[src/rtl/hex_pkg.sv]
// hex_pkg
// Shared definitions for the 7-segment scan controller and its decoder.
//   SEG_BLANK     : active-low segment pattern with every segment off
//   MAX_DIGITS    : widest display the anode helper supports
//   scan_state_e  : scan FSM states (IDLE, LIT, GAP)
//   an_off()      : anode vector with the low 'digits' bits set (all off)
package hex_pkg;

  localparam logic [6:0] SEG_BLANK  = 7'h7F;
  localparam int         MAX_DIGITS = 8;

  typedef enum logic [1:0] {
    IDLE,
    LIT,
    GAP
  } scan_state_e;

  // Anodes are active-low, so "all off" is a run of ones as wide as the
  // display; callers truncate the result to their own digit count.
  function automatic logic [MAX_DIGITS-1:0] an_off(input int digits);
    an_off = '0;
    for (int k = 0; k < MAX_DIGITS; k++) begin
      if (k < digits) an_off[k] = 1'b1;
    end
  endfunction

endpackage

[src/rtl/hex.sv]
// hex
// Combinational hex nibble to 7-segment decoder, active-low outputs.
//   hex_i : nibble 0..F
//   seg_o : segments {g,f,e,d,c,b,a}, 0 = segment lit
module hex (
  input  logic [3:0] hex_i,
  output logic [6:0] seg_o
);

  // Plain lookup of the usual 7-segment glyphs, lower-case b and d so that
  // they stay distinguishable from 8 and 0.
  always_comb begin
    seg_o = 7'h7F;
    case (hex_i)
      4'h0: seg_o = 7'b1000000;
      4'h1: seg_o = 7'b1111001;
      4'h2: seg_o = 7'b0100100;
      4'h3: seg_o = 7'b0110000;
      4'h4: seg_o = 7'b0011001;
      4'h5: seg_o = 7'b0010010;
      4'h6: seg_o = 7'b0000010;
      4'h7: seg_o = 7'b1111000;
      4'h8: seg_o = 7'b0000000;
      4'h9: seg_o = 7'b0010000;
      4'hA: seg_o = 7'b0001000;
      4'hB: seg_o = 7'b0000011;
      4'hC: seg_o = 7'b1000110;
      4'hD: seg_o = 7'b0100001;
      4'hE: seg_o = 7'b0000110;
      4'hF: seg_o = 7'b0001110;
      default: seg_o = 7'h7F;
    endcase
  end

endmodule

[src/rtl/hex_scan_ctrl.sv]
// hex_scan_ctrl
// Time-multiplexed scan controller for a common-anode 7-segment display.
// One shared decoder is stepped across DIGITS positions, each lit for DIV
// clocks and followed by GAP_CYC all-dark clocks. New words arrive through
// a valid/ready handshake and are only applied at frame boundaries.
//   clk_i, rst_i : clock, synchronous active-high reset
//   en_i         : scan enable, 0 = display dark
//   data_i, dp_i : display word (nibble k -> digit k) and decimal points
//   valid_i      : data_i/dp_i valid
//   ready_o      : pending slot free
//   seg_o, dp_o  : active-low segments {g,f,e,d,c,b,a} and decimal point
//   an_o         : active-low anode enables
module hex_scan_ctrl
  import hex_pkg::*;
#(
  parameter int DIGITS   = 4,
  parameter int DIV      = 50000,
  parameter int GAP_CYC  = 16,
  parameter int BLANK_LZ = 1
) (
  input  logic                  clk_i,
  input  logic                  rst_i,
  input  logic                  en_i,
  input  logic [4*DIGITS-1:0]   data_i,
  input  logic [DIGITS-1:0]     dp_i,
  input  logic                  valid_i,
  output logic                  ready_o,
  output logic [6:0]            seg_o,
  output logic                  dp_o,
  output logic [DIGITS-1:0]     an_o
);

  localparam int CNT_MAX = (DIV > GAP_CYC) ? DIV : GAP_CYC;
  localparam int CW      = (CNT_MAX > 1) ? $clog2(CNT_MAX) : 1;
  localparam int IW      = $clog2(DIGITS);

  localparam logic [CW-1:0]     LIT_LAST = CW'(DIV - 1);
  localparam logic [CW-1:0]     GAP_LAST = CW'(GAP_CYC - 1);
  localparam logic [IW-1:0]     IDX_LAST = IW'(DIGITS - 1);
  localparam logic [DIGITS-1:0] AN_OFF   = DIGITS'(an_off(DIGITS));

  scan_state_e           state, state_n;
  logic [CW-1:0]         cnt, cnt_n;
  logic [IW-1:0]         idx, idx_n;
  logic                  frame_wrap;

  logic [4*DIGITS-1:0]   active_word, pend_word;
  logic [DIGITS-1:0]     active_dp, pend_dp;
  logic                  pend_v;

  logic [3:0]            nibble;
  logic [6:0]            hex_seg;
  logic                  lz_blank;

  assign ready_o = !pend_v;

  // Scan state, prescaler and digit index registers.
  always_ff @(posedge clk_i) begin
    if (rst_i) begin
      state <= IDLE;
      cnt   <= '0;
      idx   <= '0;
    end else begin
      state <= state_n;
      cnt   <= cnt_n;
      idx   <= idx_n;
    end
  end

  // Next-state logic. Dropping en_i forces IDLE from anywhere, so the
  // scan always restarts at digit 0 with a full slot. frame_wrap marks the
  // GAP->LIT step that wraps the index, which is the only safe moment to
  // swap in a new word without tearing.
  always_comb begin
    state_n    = state;
    cnt_n      = cnt;
    idx_n      = idx;
    frame_wrap = 1'b0;
    if (!en_i) begin
      state_n = IDLE;
      cnt_n   = '0;
      idx_n   = '0;
    end else begin
      case (state)
        IDLE: begin
          state_n = LIT;
          cnt_n   = '0;
          idx_n   = '0;
        end
        LIT: begin
          if (cnt == LIT_LAST) begin
            state_n = GAP;
            cnt_n   = '0;
          end else begin
            cnt_n = cnt + 1'b1;
          end
        end
        GAP: begin
          if (cnt == GAP_LAST) begin
            state_n = LIT;
            cnt_n   = '0;
            if (idx == IDX_LAST) begin
              idx_n      = '0;
              frame_wrap = 1'b1;
            end else begin
              idx_n = idx + 1'b1;
            end
          end else begin
            cnt_n = cnt + 1'b1;
          end
        end
        default: state_n = IDLE;
      endcase
    end
  end

  // Pending/active word registers. A held word moves to active either at a
  // frame boundary or straight away while dark. The accept and apply paths
  // cannot fire together because ready_o is low whenever pend_v is set.
  always_ff @(posedge clk_i) begin
    if (rst_i) begin
      active_word <= '0;
      active_dp   <= '0;
      pend_word   <= '0;
      pend_dp     <= '0;
      pend_v      <= 1'b0;
    end else begin
      if (pend_v && (frame_wrap || state == IDLE)) begin
        active_word <= pend_word;
        active_dp   <= pend_dp;
        pend_v      <= 1'b0;
      end
      if (valid_i && !pend_v) begin
        pend_word <= data_i;
        pend_dp   <= dp_i;
        pend_v    <= 1'b1;
      end
    end
  end

  assign nibble = active_word[idx*4 +: 4];

  hex u_hex (
    .hex_i (nibble),
    .seg_o (hex_seg)
  );

  // Leading-zero blanking: digit idx>0 goes blank when it and every more
  // significant nibble are zero. Digit 0 always shows, so a zero word
  // still reads "0".
  always_comb begin
    lz_blank = 1'b0;
    if (BLANK_LZ != 0 && idx != '0) begin
      lz_blank = 1'b1;
      for (int k = 0; k < DIGITS; k++) begin
        if (k >= int'(idx) && active_word[k*4 +: 4] != 4'h0) lz_blank = 1'b0;
      end
    end
  end

  // Pin registers. Anodes, segments and dp load together so they can never
  // disagree. en_i is looked at directly so the display goes dark on the
  // first edge after enable drops rather than one slot later.
  always_ff @(posedge clk_i) begin
    if (rst_i) begin
      an_o  <= AN_OFF;
      seg_o <= SEG_BLANK;
      dp_o  <= 1'b1;
    end else if (en_i && state == LIT) begin
      an_o  <= ~(DIGITS'(1) << idx);
      seg_o <= lz_blank ? SEG_BLANK : hex_seg;
      dp_o  <= ~active_dp[idx];
    end else begin
      an_o  <= AN_OFF;
      seg_o <= SEG_BLANK;
      dp_o  <= 1'b1;
    end
  end

endmodule

[config.mk]
export PLATFORM = sky130hd
export DESIGN_NAME = hex_scan_ctrl
export DESIGN_NICKNAME = d
export VERILOG_FILES = /design/src/rtl/hex_pkg.sv /design/src/rtl/hex.sv /design/src/rtl/hex_scan_ctrl.sv
export SDC_FILE = /design/constraint.sdc
export NUM_CORES = 1
export LEC_CHECK = 0
export CAP_MARGIN = 30
export CORE_MARGIN = 10
export CORE_UTILIZATION = 50
export CTS_CLUSTER_DIAMETER = 200
export DETAILED_ROUTE_END_ITERATION = 8
export GPL_TIMING_DRIVEN = 0
export PLACE_DENSITY = 0.73
export SYNTH_ARGS = -nofsm -noshare
export SYNTH_HDL_FRONTEND = slang
export SYNTH_SLANG_ARGS = --single-unit
[constraint.sdc]
create_clock -name clk_i -period 2.9 [get_ports clk_i]
set_input_delay 0.58 -clock clk_i [delete_from_list [all_inputs] [get_ports clk_i]]
set_output_delay 0.58 -clock clk_i [all_outputs]
set_load 0.01 [all_outputs]
Placement view:
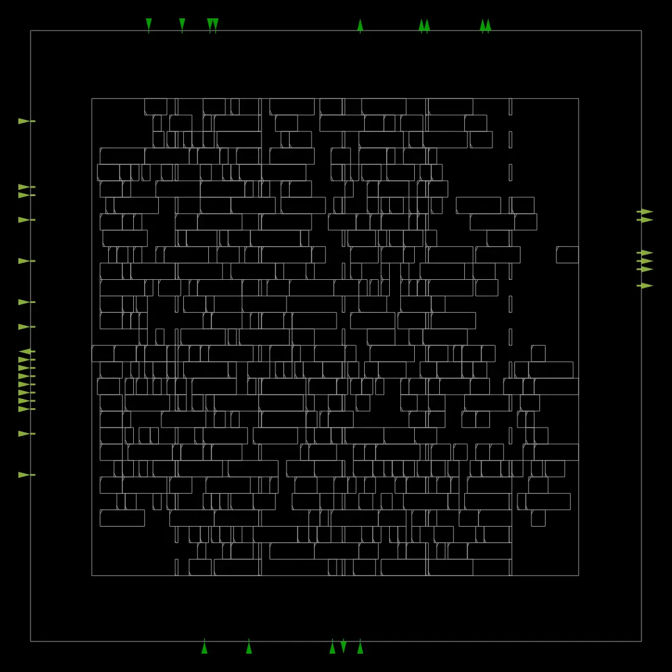
Core ar.: 6350 sq um
num rows: 29

Routed metal, one colour a layer:
Drawn at 4 px/um. Only two layers are drawn.
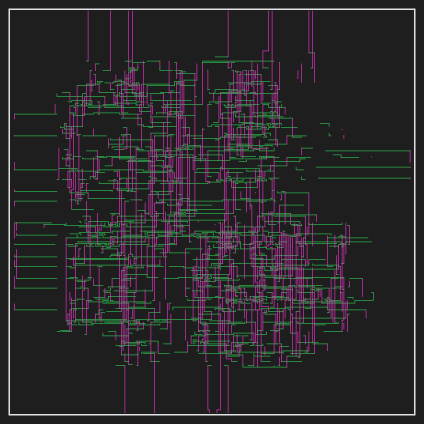
metal 2: drawn in magenta, wire length 3,270 um. metal 1: drawn in green, wire length 3,200 um.

Pin map:
Drawn at 4 px/um. Pins as bars across the die edge, other pins in grey.
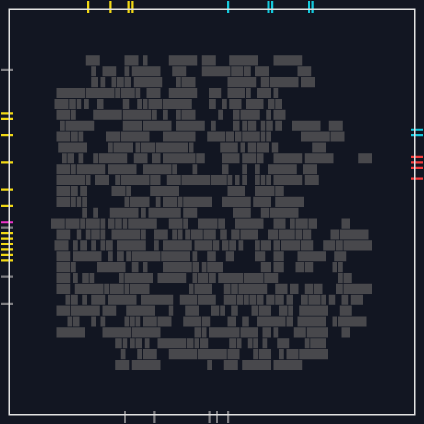
`data_i`: drawn in yellow, pins 16, direction input, edge 12 west, 4 north. `seg_o`: drawn in cyan, pins 7, direction output, edge 5 north, 2 east. `ready_o`: drawn in magenta, pins 1, direction output, edge west. `an_o`: drawn in red, pins 4, direction output, edge east.
Die H: 101 um
Die Wd: 101 um
number of port buffers: 35

The metal 2 layer:
Drawn at 4 px/um. Cells faint in the background.
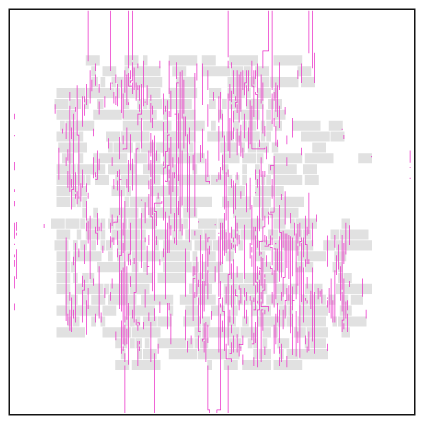
The layer carries 3,270 um of wire. The wires run mostly vertical.
M2 GR Usage: 22.1%
Total Wirelength: 6.84 mm
via count: 2,627

==> cell usage after synthesis (7+ instances only) <==
| library cell | number |
|---|---|
| inv_1 | 11 |
| clkbuf_1 | 16 |
| nand2_1 | 62 |
| nor3_1 | 7 |
| xor2_1 | 9 |
| nand3_1 | 13 |
| dfxtp_1 | 73 |
| a21oi_1 | 32 |
| ha_1 | 16 |
| nor2_2 | 10 |
| mux2i_1 | 21 |
| nor2_1 | 32 |
==> worst max path at each step <==
stage          cells after the start                   from                           to  slack (ps)
2_1_floorplan                      7    cnt[4]$_SDFFE_PP0P_         cnt[10]$_SDFFE_PP0P_         730
3_3_place_gp                       6                   en_i          seg_o[2]$_SDFF_PP1_         320
3_5_place_dp                       6                   en_i          seg_o[4]$_SDFF_PP1_         270
4_1_cts                            8    idx[0]$_SDFFE_PP0P_          seg_o[3]$_SDFF_PP1_         530
5_1_grt                            7  state[0]$_SDFFE_PP0P_  active_word[7]$_SDFFE_PP0P_         380
6_report                           7  state[0]$_SDFFE_PP0P_  active_word[7]$_SDFFE_PP0P_         540
==> cell families (layout without fill, tap and decap cells) <==
logic type / count (synthesis) / after routing / share of synthesized area (%)
AND-OR/OR-AND: 48 / 48 / 9.34
multiplexers: 26 / 26 / 9.84
AND/OR/NAND/NOR: 157 / 157 / 22.8
adder cells (fa/ha/maj): 16 / 16 / 6.10
buffers and inverters: 29 / 78 / 3.89
flip-flops: 73 / 73 / 44.5
XOR/XNOR: 13 / 13 / 3.47
==> stage by stage <==
| stage | util, % | worst slack (ps) | cell area, sq um |
|---|---|---|---|
| detailed placement | 58.7 | 271 | 3730 |
| global route | 61.1 | 384 | 3880 |
| finish | 61.1 | 539 | 3880 |
| global placement | 58.7 | 321 | 3730 |
| CTS | 61.1 | 528 | 3880 |
| floorplan | - | 729 | 3280 |
==> per-layer routing <==
metal / up-vias / share of wire, % / wire (um)
li1: 1339 / - / -
met3: 11 / 3.7 / 250
met4: 0 / 1.8 / 124
met1: 1220 / 47 / 3200
met2: 57 / 48 / 3270
met5: - / 0 / 0
==> state kept, by name (all words and copies together) (netlist names), 2 cells and up <==
name and flops:
idx 2, active_word 16, pend_word 16, an_o 4
pend_dp 4, active_dp 4, cnt 16, seg_o 7
state 2
==> cell type report <==
cell class / instances / area (sq um)
clock inverter: 4 / 22.5
multi-input combinational: 260 / 1690
buffer: 18 / 86.3
fill: 557 / 2470
clock buffer: 10 / 128
tap: 77 / 96.3
inverter: 11 / 41.3
timing repair buffer: 35 / 350
sequential: 73 / 1460
==> tightest hold or removal path, stage by stage (launching register included) <==
cell	delay, ps
dfxtp_1	310
nand2_1	50
a21oi_1	50
==> power by group <==
| group | switching [mW] | internal, mW |
|---|---|---|
| logic | 0.0932 | 0.0877 |
| registers | 0.0187 | 1.03 |
| clock network | 0.347 | 0.297 |
==> out/qor.yml <==
status:
  status: "complete, no violations"
drt:
  drc: 0
  via_per_inst: 5.38
  dr.pass1.iters: 4
  wl_per_cell_um: 14.0
timing:
  slew_violations: 0
  finalSetupTns_ps: 0
  worst_slew_pin_slew_ps: 721
  hold_viol_final: 0
  relSlewSlack_pct: 52.0
  finalClockSkew_ps: 7.75
  rsz0062_at_grt: "no"
  fin_crit_sh_pct: 81.4
  period_needed_ps: 2360
  max_freq_ghz: 0.424
cts:
  path_clk_slew_ps: 70
  htreeDepth: 3
  cts_buffers: 9
  clockRootBuffer: "clkbuf_8"
  insertion_delay_ps: 330
  cts_setup_buffers: 0
  postCtsHoldBufs: 0
  post_cts_resized: 0
  cts_tree: "done"
power_and_ir_drop:
  p_per_area_nw_per_um2: 484
  total_power_mw: 1.88
  ir_worst_vdd_mv: 0.337
  leakage_nw: 1.51
synthesis:
  yosys_warnings: 0
  ys_area_sq_um: 3280
  area_leaders: "dfxtp_1 45%, nand2_1 7.1%, mux2i_1 6.4%"
  async_flop_share_pct: 0
  syn_area_per_cell_sq_um: 9.06
  synth_area_sq_um: 3280
  ys_seq_share_pct: 44.5
  synth.top_cell.area_share_pct: 44.5
  yosys.area.top_type: "dfxtp_1"
  synth-edff-count: 0
  ys_cells: 362
  synth-seq-cells: 73
  synthFlopType: "dfxtp_1"
  fp_nets: 402
  synth_cell_types: 37
  netlist_instances: 362
setup_path:
  cp_slowest_cell: "clkbuf_1"
  crit_chain: "inv_1 -> ha_1 -> and4_1 -> a32oi_1 -> clkbuf_1 -> mux2i_1 -> nor2_1"
  worstReg2RegEnd: "active_word[7]$_SDFFE_PP0P_"
  cp_slowest_stage_delay_ps: 590
  critical-path-top-delay-family: "buffers and inverters"
  cp_max_fo: 10
  r2r_start: "state[0]$_SDFFE_PP0P_"
  arrival_ps: 2570
  worst_ep_required_time_ps: 3110
  cp-end-kind: "flip-flop"
  rrSetupSlack_ps: 540
  rr_worst_depth: 7
  crit_path_start_kind: "flip-flop"
finish:
  antenna_cells: 0
  most-common-layout-cells: "73 x dfxtp_1, 62 x nand2_1, 35 x clkdlybuf4s50_1, 32 x a21oi_1, 32 x nor2_1"
  nNetsFinal: 448
  final_layout_size_suffix_gt1_share_pct: 8.76
  stdcell_count: 488
grt:
  grt_pass1_wl_mm: 11.5
  grt_use_met3_pct: 3.22
  busiest_layer: "met2"
  grt_overflow_total: 0
  antenna_found_initial: 0
  grt_max_degree: 12
  first_global_vias: 2516
die:
  chipArea_sq_um: 10200
  fp-utilization_pct: 51.7
hold_path:
  hp-start: "pend_word[11]$_SDFFE_PP0P_"
  holdCritPathClass: "flip-flop to flip-flop"
  hold-path-cell-count: 2
  hold_end: "pend_word[11]$_SDFFE_PP0P_"
job:
  max_cap_viol_count: 0
  warnings: 38
Power and IR drop assume default switching activity.
